File: config.mk
export PLATFORM = sky130hd
export DESIGN_NAME = divider
export DESIGN_NICKNAME = d
export VERILOG_FILES = /design/src/rtl/divider_pkg.sv /design/src/rtl/divider_clk_mux.sv /design/src/rtl/divider.sv
export SDC_FILE = /design/constraint.sdc
export NUM_CORES = 1
export LEC_CHECK = 0
export CORE_AREA = 2 2 59 61
export CTS_CLUSTER_DIAMETER = 120
export DETAILED_ROUTE_END_ITERATION = 7
export DIE_AREA = 0 0 61 63
export GPL_TIMING_DRIVEN = 0
export SLEW_MARGIN = 5
export SYNTH_ARGS = -nofsm -noshare
export SYNTH_HDL_FRONTEND = slang
export SYNTH_SLANG_ARGS = --single-unit
File: constraint.sdc
create_clock -name clk -period 3.5 [get_ports clk]
set_input_delay 0.7 -clock clk [delete_from_list [all_inputs] [get_ports clk]]
set_output_delay 0.7 -clock clk [all_outputs]
set_load 0.02 [all_outputs]
File: src/rtl/divider_pkg.sv
// divider_pkg: default counter width, special ratio codes, output-select
// encoding and the half-ratio helper shared by the divider files.
package divider_pkg;

    localparam int DEFAULT_WIDTH = 8;

    localparam int DIV_OFF    = 0;
    localparam int DIV_BYPASS = 1;

    typedef enum logic [1:0] {
        SEL_OFF     = 2'd0,
        SEL_CLK     = 2'd1,
        SEL_POS     = 2'd2,
        SEL_POS_NEG = 2'd3
    } clk_sel_e;

    function automatic int unsigned half(input int unsigned n);
        return n >> 1;
    endfunction

endpackage

File: src/rtl/divider_clk_mux.sv
// divider_clk_mux: final clock_out source select (off / clk / pos_q / pos_q|neg_q).
// Kept in its own module so a library glitch-free clock-mux cell can replace it.
module divider_clk_mux (
    input  logic       clk,
    input  logic       pos_q,
    input  logic       neg_q,
    input  logic [1:0] sel,
    output logic       clock_out
);
    import divider_pkg::*;

    // Route the selected source to the output
    always_comb begin
        clock_out = 1'b0;
        case (clk_sel_e'(sel))
            SEL_OFF:     clock_out = 1'b0;
            SEL_CLK:     clock_out = clk;
            SEL_POS:     clock_out = pos_q;
            SEL_POS_NEG: clock_out = pos_q | neg_q;
            default:     clock_out = 1'b0;
        endcase
    end

endmodule

File: src/rtl/divider.sv
// divider: programmable integer clock divider, clock_out = f(clk)/N.
// A new ratio is adopted only at an output-period boundary.
// Optional macro DIVIDER_ODD_DUTY50_EN adds a negedge flop giving exact 50%
// duty for odd ratios; without it the design is posedge-only.
module divider #(
    parameter int WIDTH = divider_pkg::DEFAULT_WIDTH
) (
    input  logic             clk,
    input  logic             rst,
    input  logic [WIDTH-1:0] divide_in,
    output logic             clock_out
);
    import divider_pkg::*;

    localparam logic [WIDTH-1:0] ONE    = WIDTH'(1);
    localparam logic [WIDTH-1:0] TWO    = WIDTH'(2);
    localparam logic [WIDTH-1:0] OFF    = WIDTH'(DIV_OFF);
    localparam logic [WIDTH-1:0] BYPASS = WIDTH'(DIV_BYPASS);

    logic [WIDTH-1:0] ratio_q;
    logic [WIDTH-1:0] cnt;
    logic [WIDTH-1:0] ratio_next;
    logic [WIDTH-1:0] cnt_next;
    logic [WIDTH-1:0] ratio_half;
    logic             boundary;
    logic             pos_next;
    logic             pos_q;
    logic             neg_q;
    clk_sel_e         sel;

    // Period boundary detection and next-state for counter, ratio and output flop
    always_comb begin
        boundary   = (ratio_q < TWO) || (cnt == ratio_q - ONE);
        cnt_next   = cnt + ONE;
        ratio_next = ratio_q;
        if (boundary) begin
            cnt_next   = '0;
            ratio_next = divide_in;
        end
        ratio_half = WIDTH'(half(32'(ratio_next)));
        pos_next   = (cnt_next < ratio_half);
    end

    // Counter, ratio latch and posedge output flop
    always_ff @(posedge clk or posedge rst) begin
        if (rst) begin
            ratio_q <= '0;
            cnt     <= '0;
            pos_q   <= 1'b0;
        end else begin
            ratio_q <= ratio_next;
            cnt     <= cnt_next;
            pos_q   <= pos_next;
        end
    end

`ifdef DIVIDER_ODD_DUTY50_EN
    // Half-cycle delayed copy of pos_q that stretches odd-ratio high time by half a clk
    always_ff @(negedge clk or posedge rst) begin
        if (rst) begin
            neg_q <= 1'b0;
        end else begin
            neg_q <= pos_q;
        end
    end
`else
    assign neg_q = 1'b0;
`endif

    // Output source selection from the latched ratio
    always_comb begin
        sel = SEL_POS;
        if (ratio_q == OFF) begin
            sel = SEL_OFF;
        end else if (ratio_q == BYPASS) begin
            sel = SEL_CLK;
        end
`ifdef DIVIDER_ODD_DUTY50_EN
        else if (ratio_q[0]) begin
            sel = SEL_POS_NEG;
        end
`endif
    end

    divider_clk_mux u_clk_mux (
        .clk       (clk),
        .pos_q     (pos_q),
        .neg_q     (neg_q),
        .sel       (sel),
        .clock_out (clock_out)
    );

endmodule

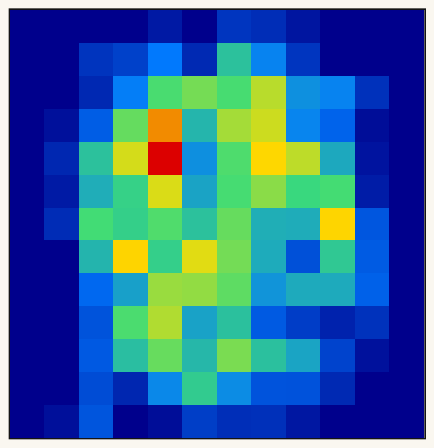
Fig. 1. Signal metal coverage by tile.
12 x 13 tiles, from dark blue (low) to red (high), scaled to the fullest tile. Values are wire area over tile area, all layers added.
nearly empty tiles = 29%
fullest tile = 0.50
emptiest ninth of the die = bottom right
tiles over half the peak = 20%
mean over tiles = 0.12
densest ninth of the die = middle

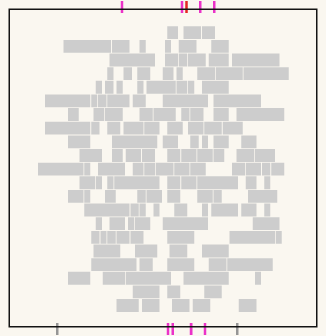
Fig. 2. Pin map.
Pins as bars across the die edge, other pins in grey.
`clock_out` -> red  # pins 1, direction output, edge top
`divide_in` -> magenta  # pins 8, direction input, edge 4 top, 4 bottom
all pins by edge = 6 bottom, 5 top

==> run notes <==
Observations from the implementation run.

Setup path:
- Among cell families on the critical path, the largest total delay comes from buffers and inverters.
- The run puts the required arrival time at the worst endpoint at 2.80 ns.
- The run gives the cell with the biggest individual delay on the critical path as clkdlybuf4s50_1.
- The run gives the delay contributed by the slowest stage of the critical path as about 0.54 ns.
- The setup path with the least slack is of type clock port to primary output.
- Along the worst path, the maximum fanout reaches 2.
- The cell sequence reported for the critical path is clkbuf_4 -> clkbuf_4 -> a31oi_1 -> o21ai_0 -> clkdlybuf4s50_1.
- The run puts the length in cells of the worst reg-to-reg path at 11.

Logic synthesis:
- In this run, synthesis inferred 0 flip-flops with an integrated enable.
- The run puts the synthesized-area fraction occupied by adder cells at 0.0900.
- After synthesis, the share of cell area in mux cells is 0.120.
- The number of different library cells used by synthesis comes to 34.
- The run gives the prevailing logic family in the synthesized netlist as simple AND/OR/NAND/NOR gates.
- The run gives the share of the yosys chip area belonging to registers as 0.340.
- The synthesis report lists the most area-consuming cells as dfrtp_1 34%, xnor2_1 9.1%, ha_1 9.0%, mux2_4 7.2%, mux2i_1 4.8%.
- Averaged over all synthesized cells, the footprint is 10.3 sq um.
- The run gives the number of storage elements in the synthesis netlist as 17.

STA:
- The run puts the worst setup skew after layout at ~0.0019 ns.
- The run gives the slew at the pin closest to its max-slew limit as 0.695 ns.
- The run puts the total of endpoints with negative setup slack in the final report at 0.
- The run puts the sum of negative setup slack at 0 ns.
- The run gives the least setup slack across all paths after layout as about 0.053 ns.

Power:
- The script extracted a net switching power of 723 uW.
- The run puts the standby leakage power at roughly 0.00066 uW.
- The run gives the power of the sequential group as 430 uW.
- The run gives the total power divided by cell area as between 1000 and 1500 nW/um^2.
- The run puts the share of total power consumed by net switching at 0.445.
- The run gives the power drawn by the clock network as about 190 uW.

Cells and area:
- The most common logic cell in the final layout is dfrtp_1.
- The area taken by multi-input combinational cells is reported as about 840 sq um.
- The run puts the fraction of layout cells with a size suffix above 1 at 0.284.
- The run gives the number of flip-flops and latches as 17.
- Excluding fillers, the count of instances in the completed layout stands at between 150 and 200.
- The run gives the inverter count of the layout excluding clock inverters as 5.
- The run gives the final-layout fill cell count as 309.
- The layout report gives the register share of total cell area as 0.268.

Drt:
- The run gives the wire length on met2 as about 1.6 mm.
- The run puts the average via count per standard cell at between 5 and 6.
- The run puts the routed length per instance at around 16 um.
- The final route contains between 900 and 1000 vias.

Placed design:
- The run puts the post-place instance area at ~1400 sq um.
- The run gives the count of buffers from port buffering as 10.
- The run puts the placed wire-length estimate at between 1.5 and 2 mm.

Clocking:
- The run gives the clock latency at the later pin of the worst-skew pair as 0.42 ns.
- The run gives the post-CTS setup buffer count as 3.
- TritonCTS built the clock tree.
- The run gives the post-cts sizing count as 5.

Floorplanning:
- The run gives the total number of tap cells as ~46.
- At the floorplan stage, the core utilization is reported as 0.387.
- The run gives the floorplan die area as 3840 sq um.
- The run gives the number of placement rows as 21.
- The run gives the width of the die as 61 um.

Flow run:
- The run puts the number of max-capacitance violations reported at 0.

Status:
- The run finished with clean final reports.

Global routing:
- The run puts the met2 routing resource usage after global routing at 0.258.
- Routing resource usage on met3 recorded by global route was 0.0269.

Worst hold path:
- The run gives the worst hold path stage count as 1.
- The run gives the launch instance of the worst min-delay path as cnt[0]$_DFF_PP0_.
- STA shows the worst min-delay path finishing at cnt[0]$_DFF_PP0_.
- The path class of the tightest hold or removal check is flip-flop to flip-flop.
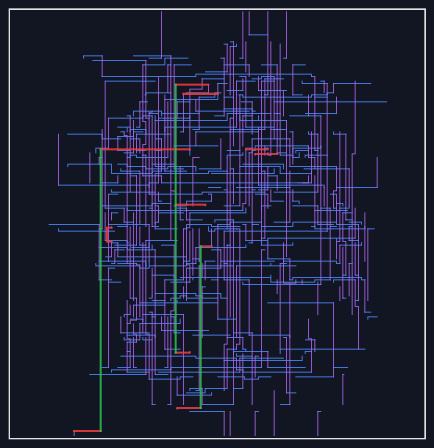
Fig. 3. Signal wires by layer.
M2 -> purple  # wire length 1590 um
M3 -> red  # wire length 48.3 um
M1 -> blue  # wire length 1300 um
M4 -> green  # wire length 105 um

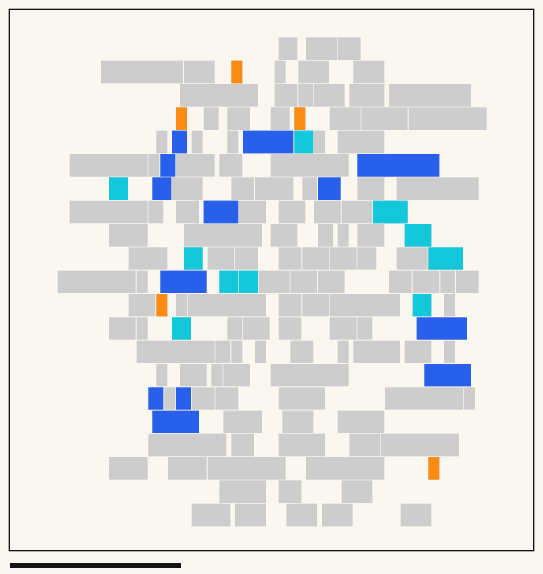
Fig. 4. Gate-type map.
The bar under the picture is 20 um long.
and/or cells -> cyan  # cells 10, most used and2_1
inv cells -> orange  # cells 5, most used inv_1
aoi and oai cells -> blue  # cells 13, most used a21oi_1

## worst max-delay path by stage
stage	startpoint	end	depth (start not counted)	slack, ns
floorplan	ratio_q[1]$_DFF_PP0_	pos_q$_DFF_PP0_	11	0.24
global placement	ratio_q[1]$_DFF_PP0_	pos_q$_DFF_PP0_	13	-0.16
detailed placement	ratio_q[1]$_DFF_PP0_	pos_q$_DFF_PP0_	13	-0.25
CTS	ratio_q[0]$_DFFE_PP0N_	pos_q$_DFF_PP0_	11	0.003
global route	ratio_q[0]$_DFFE_PP0N_	pos_q$_DFF_PP0_	11	-0.01
finish	clk	clock_out	5	0.05
## registers in the layout (all words and copies together), names as in the netlist
signal / flops
ratio_q: 8
pos_q: 1
cnt: 8
Power and IR drop assume default switching activity.
